==> config.mk <==
export PLATFORM = sky130hd
export DESIGN_NAME = div_serial_frame
export DESIGN_NICKNAME = d
export VERILOG_FILES = /design/src/rtl/div_serial_frame.sv
export SDC_FILE = /design/constraint.sdc
export NUM_CORES = 1
export LEC_CHECK = 0
export CORE_MARGIN = 10
export CORE_UTILIZATION = 30
export CTS_CLUSTER_DIAMETER = 40
export DETAILED_ROUTE_END_ITERATION = 12
export GPL_TIMING_DRIVEN = 0
export HOLD_SLACK_MARGIN = 0.1
export PLACE_DENSITY = 0.6
export SYNTH_ARGS = -nofsm -noshare
export SYNTH_HDL_FRONTEND = slang
export SYNTH_SLANG_ARGS = --single-unit
export TNS_END_PERCENT = 50
==> constraint.sdc <==
create_clock -name clk -period 1.8 [get_ports clk]
set_clock_uncertainty 0.05 [all_clocks]
set_input_delay 0.36 -clock clk [delete_from_list [all_inputs] [get_ports clk]]
set_output_delay 0.36 -clock clk [all_outputs]
set_load 0.005 [all_outputs]
==> src/rtl/div_serial_frame.sv <==
// Serial LSB-first operand loader and result streamer wrapped around a 20-bit combinational divider.
// Optional macro DIV_ZERO_TRAP_EN: zero divisor yields q = all-ones, r = dividend, and pulses div_zero.
module div_serial_frame #(
  parameter int WIDTH  = 20,
  parameter int SETTLE = 2
) (
  input  logic             clk,
  input  logic             rst_n,
  input  logic             in_valid,
  input  logic             in_bit,
  output logic             in_ready,
  output logic [WIDTH-1:0] div_dividend,
  output logic [WIDTH-1:0] div_divisor,
  input  logic [WIDTH-1:0] div_quotient,
  input  logic [WIDTH-1:0] div_remainder,
  output logic             out_valid,
  output logic             out_bit,
  input  logic             out_ready,
  output logic             busy,
  output logic             div_zero
);

  typedef enum logic [2:0] {
    S_LOAD_A,
    S_LOAD_B,
    S_SETTLE,
    S_CAPTURE,
    S_SHIFT_Q,
    S_SHIFT_R
  } state_t;

  state_t               state_q, state_d;
  logic [4:0]           cnt_q, cnt_d;
  logic [3:0]           settle_q, settle_d;
  logic [WIDTH-1:0]     dividend_q, dividend_d;
  logic [WIDTH-1:0]     divisor_q, divisor_d;
  logic [2*WIDTH-1:0]   sr_q, sr_d;
  logic                 busy_q, busy_d;
  logic                 in_fire, out_fire, last_bit;
  logic [2*WIDTH-1:0]   capture_word;

  assign in_ready     = (state_q == S_LOAD_A) || (state_q == S_LOAD_B);
  assign out_valid    = (state_q == S_SHIFT_Q) || (state_q == S_SHIFT_R);
  assign out_bit      = sr_q[0];
  assign div_dividend = dividend_q;
  assign div_divisor  = divisor_q;
  assign busy         = busy_q;
  assign in_fire      = in_valid & in_ready;
  assign out_fire     = out_valid & out_ready;
  assign last_bit     = (cnt_q == 5'(WIDTH-1));

`ifdef DIV_ZERO_TRAP_EN
  logic zero_trap;
  assign zero_trap    = (divisor_q == '0);
  assign capture_word = zero_trap ? {dividend_q, {WIDTH{1'b1}}}
                                  : {div_remainder, div_quotient};
  assign div_zero     = (state_q == S_CAPTURE) && zero_trap;
`else
  assign capture_word = {div_remainder, div_quotient};
  assign div_zero     = 1'b0;
`endif

  always_comb begin
    state_d    = state_q;
    cnt_d      = cnt_q;
    settle_d   = settle_q;
    dividend_d = dividend_q;
    divisor_d  = divisor_q;
    sr_d       = sr_q;
    case (state_q)
      S_LOAD_A: begin
        if (in_fire) begin
          dividend_d = {in_bit, dividend_q[WIDTH-1:1]};
          if (last_bit) begin
            state_d = S_LOAD_B;
            cnt_d   = '0;
          end else begin
            cnt_d = cnt_q + 5'd1;
          end
        end
      end
      S_LOAD_B: begin
        if (in_fire) begin
          divisor_d = {in_bit, divisor_q[WIDTH-1:1]};
          if (last_bit) begin
            state_d  = S_SETTLE;
            cnt_d    = '0;
            settle_d = 4'(SETTLE - 1);
          end else begin
            cnt_d = cnt_q + 5'd1;
          end
        end
      end
      // Stays SETTLE cycles: the counter is preloaded with SETTLE-1 on entry.
      S_SETTLE: begin
        if (settle_q == '0) begin
          state_d = S_CAPTURE;
        end else begin
          settle_d = settle_q - 4'd1;
        end
      end
      S_CAPTURE: begin
        sr_d    = capture_word;
        cnt_d   = '0;
        state_d = S_SHIFT_Q;
      end
      S_SHIFT_Q, S_SHIFT_R: begin
        if (out_fire) begin
          sr_d = {1'b0, sr_q[2*WIDTH-1:1]};
          if (last_bit) begin
            cnt_d   = '0;
            state_d = (state_q == S_SHIFT_Q) ? S_SHIFT_R : S_LOAD_A;
          end else begin
            cnt_d = cnt_q + 5'd1;
          end
        end
      end
      default: begin
        state_d = S_LOAD_A;
        cnt_d   = '0;
      end
    endcase
    busy_d = (state_d != S_LOAD_A);
  end

  always_ff @(posedge clk or negedge rst_n) begin
    if (!rst_n) begin
      state_q    <= S_LOAD_A;
      cnt_q      <= '0;
      settle_q   <= '0;
      dividend_q <= '0;
      divisor_q  <= '0;
      sr_q       <= '0;
      busy_q     <= 1'b0;
    end else begin
      state_q    <= state_d;
      cnt_q      <= cnt_d;
      settle_q   <= settle_d;
      dividend_q <= dividend_d;
      divisor_q  <= divisor_d;
      sr_q       <= sr_d;
      busy_q     <= busy_d;
    end
  end

endmodule

==> images/io_fan.png <==
Scale: 2 px per um.
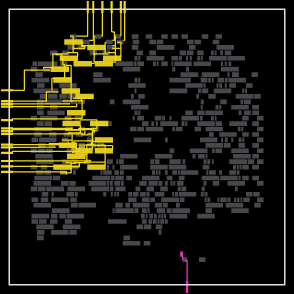
div_dividend: shown in yellow, bits 20, direction output, edge 14 left, 6 top, end cells 20, buffers 20, wire 989 um. div_zero: shown in magenta, bits 1, direction output, edge bottom, end cells 1, buffers 1, wire 14.4 um.
IO buf count: 88
# IOs: 90

==> images/congestion.png <==
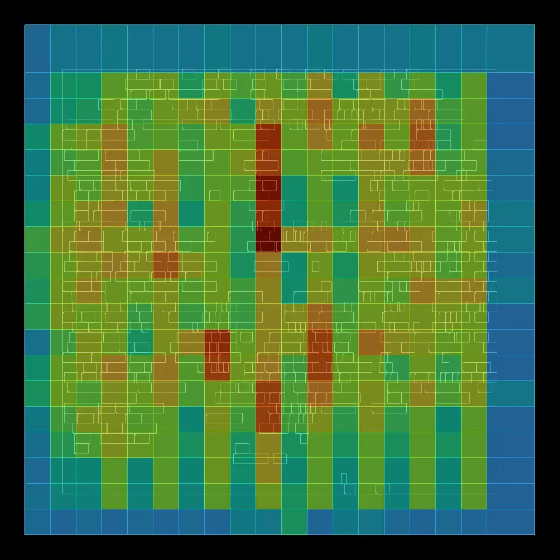
met1 GRT Util: 0.127
fin util: 0.428

==> images/clk_routes.png <==
Scale: 3 px per um.
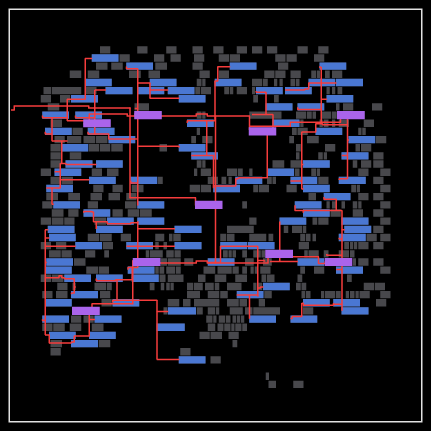
clock drivers: shown in purple, count 9. flip-flops: shown in blue, count 93. clock wires: shown in red, length 1280 um.
There are 10 routed clock nets.

==> impl_metrics.ini <==
; flow metrics
[global_route]
overflow = 0
grt_pass1_wl_mm = 16.6
track_usage = 0.111

[worst_hold_path]
min-delay-start = sr_q[5]

[setup_path]
cp_max_fo = 10
slowest_stage = dfrtp_1
crit_end = settle_q[3]
crit_cells = 6
crit_required_ns = 2.03
r2r_cells = 6
worstPathCellList = buf_6 > or3b_4 > buf_6 > a2bb2oi_2 > or3_1 > a21boi_1
crit_buf_inv = 2
crit_top_cell = buf_6

[timing]
hold_violations = 0
setup_viol = 0
min_period_over_period = 0.976
whs_ns = 0.427

[yosys]
synthMuxAreaShare = 0.207
common_cells = dfrtp_1 (93), nand2_1 (48), o21ai_0 (46), mux2_2 (41), mux2i_1 (39)
synthArstFlopShare = 1.00
syn_inst = 347
syn_nets = 394
synthXorXnorAreaFrac = 0
yosysTopAreaCell = dfrtp_1
synth_stat.cells = 347
synthSimpleGateAreaFrac = 0.0920
top_area_frac = 0.566
netlist_area_mm2 = 0.00411
yosysWarnings = 0
synth-adder-area-share = 0.00609
topCombFamilyByArea = multiplexers
yosys-stat-area_mm2 = 0.00411
ff_type = dfrtp_1
ys.flops = 93
synth.distinct_cells = 42
synthMostInstantiatedCell = dfrtp_1
ys_seq_frac = 0.566
avgSynthCellArea_um2 = 11.8

[die]
taps = 176
num_rows = 42
die_h_um = 137
die_w_um = 137

[routing]
drc = 0
dr.pass1.iters = 4
routedWlPerCell_um = 15.7
wl_mm = 9.97
drt_first_iter_violations = 98
vias = 2960
postRouteAntennaNets = 0

[finish]
buffer_area_frac = 0.197
comb_cells = 224
seq_area_mm2 = 0.00233
inverters = 7
drive_gt1_frac = 0.227
signal_buffers = 118
clock_area_frac = 0.0533
layout_top_cell = dfrtp_1
nets = 500
sh_comb_area = 0.298
final_cell_mix = dfrtp_1 (91), clkdlybuf4s50_1 (85), nand2_1 (48), o21ai_0 (46), mux2_2 (41)
dominant_cells = registers
largest_reg_flops = 40
areaGrowthSynthToFinish_pct = 38.9

[power]
power_mw = 8.46
p_comb_mw = 3.05
max-vdd-ir-drop_v = 0.000888
internal_power_mw = 5.87
maxPowerGroup = registers
p_seq_mw = 3.47
p_seq_frac = 0.410
sw_frac_of_total = 0.306
switchingPower_mw = 2.58

[place]
gp_congestion = 0.809

[run]
warnings = 28

[cts]
postCtsSetupRepairBufs = 4
root_buffer = clkbuf_16
cts_buffer_depth = 2
cts_made_buffers = 9
cts_tree = built
ctsResizeCount = 20
h-tree-depth = 3

[run_status]
status = completed
==> images/layer_met4.png <==
Scale: 3 px per um. Supply wires on this layer in grey.
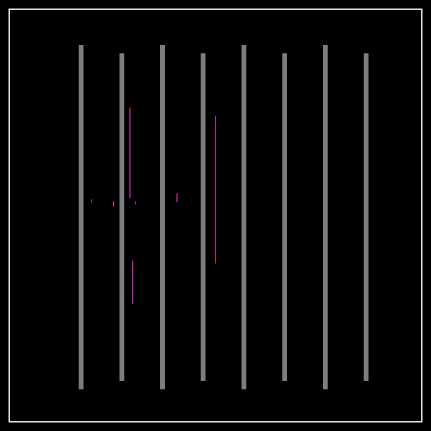
The layer carries 98.6 um of wire. The longest straight run is 49.0 um.

==> images/cell_density.png <==
Scale: 3 px per um. The die is cut into 14 by 14 equal tiles; dark blue is low, red is high, 0 to 100% covered.
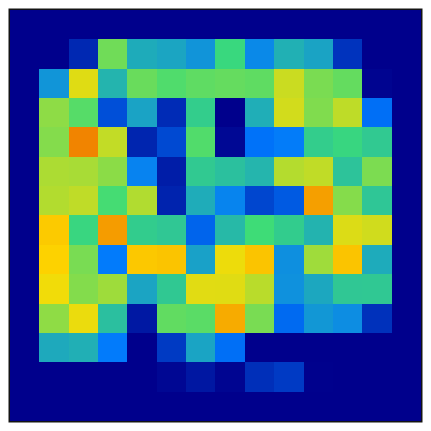
The fullest tile reaches 85%. The densest ninth of the die: left middle. 37% of the tiles are nearly empty.
fp_density: 0.308
CORE AREA: 0.0133 mm^2

[per-stage QoR]
stage	TNS, ns	area (um^2)	instances
2_1_floorplan	0	4110	347
3_5_place_dp	-28.09	5240	612
4_1_cts	-0.343	5610	632
3_3_place_gp	-318.01	5210	611
6_report	0	5710	634
5_1_grt	-0.185	5710	634
[metal layers]
| layer | vias up | global-route usage | wire length (um) | part of all wire |
|---|---|---|---|---|
| met5 | - | 0 | 21 | 0.0021 |
| met4 | 4 | 0.0263 | 98 | 0.0098 |
| met3 | 11 | 0.0832 | 1350 | 0.14 |
| met2 | 81 | 0.162 | 4340 | 0.44 |
| met1 | 1438 | 0.127 | 4160 | 0.42 |
| li1 | 1426 | - | - | - |
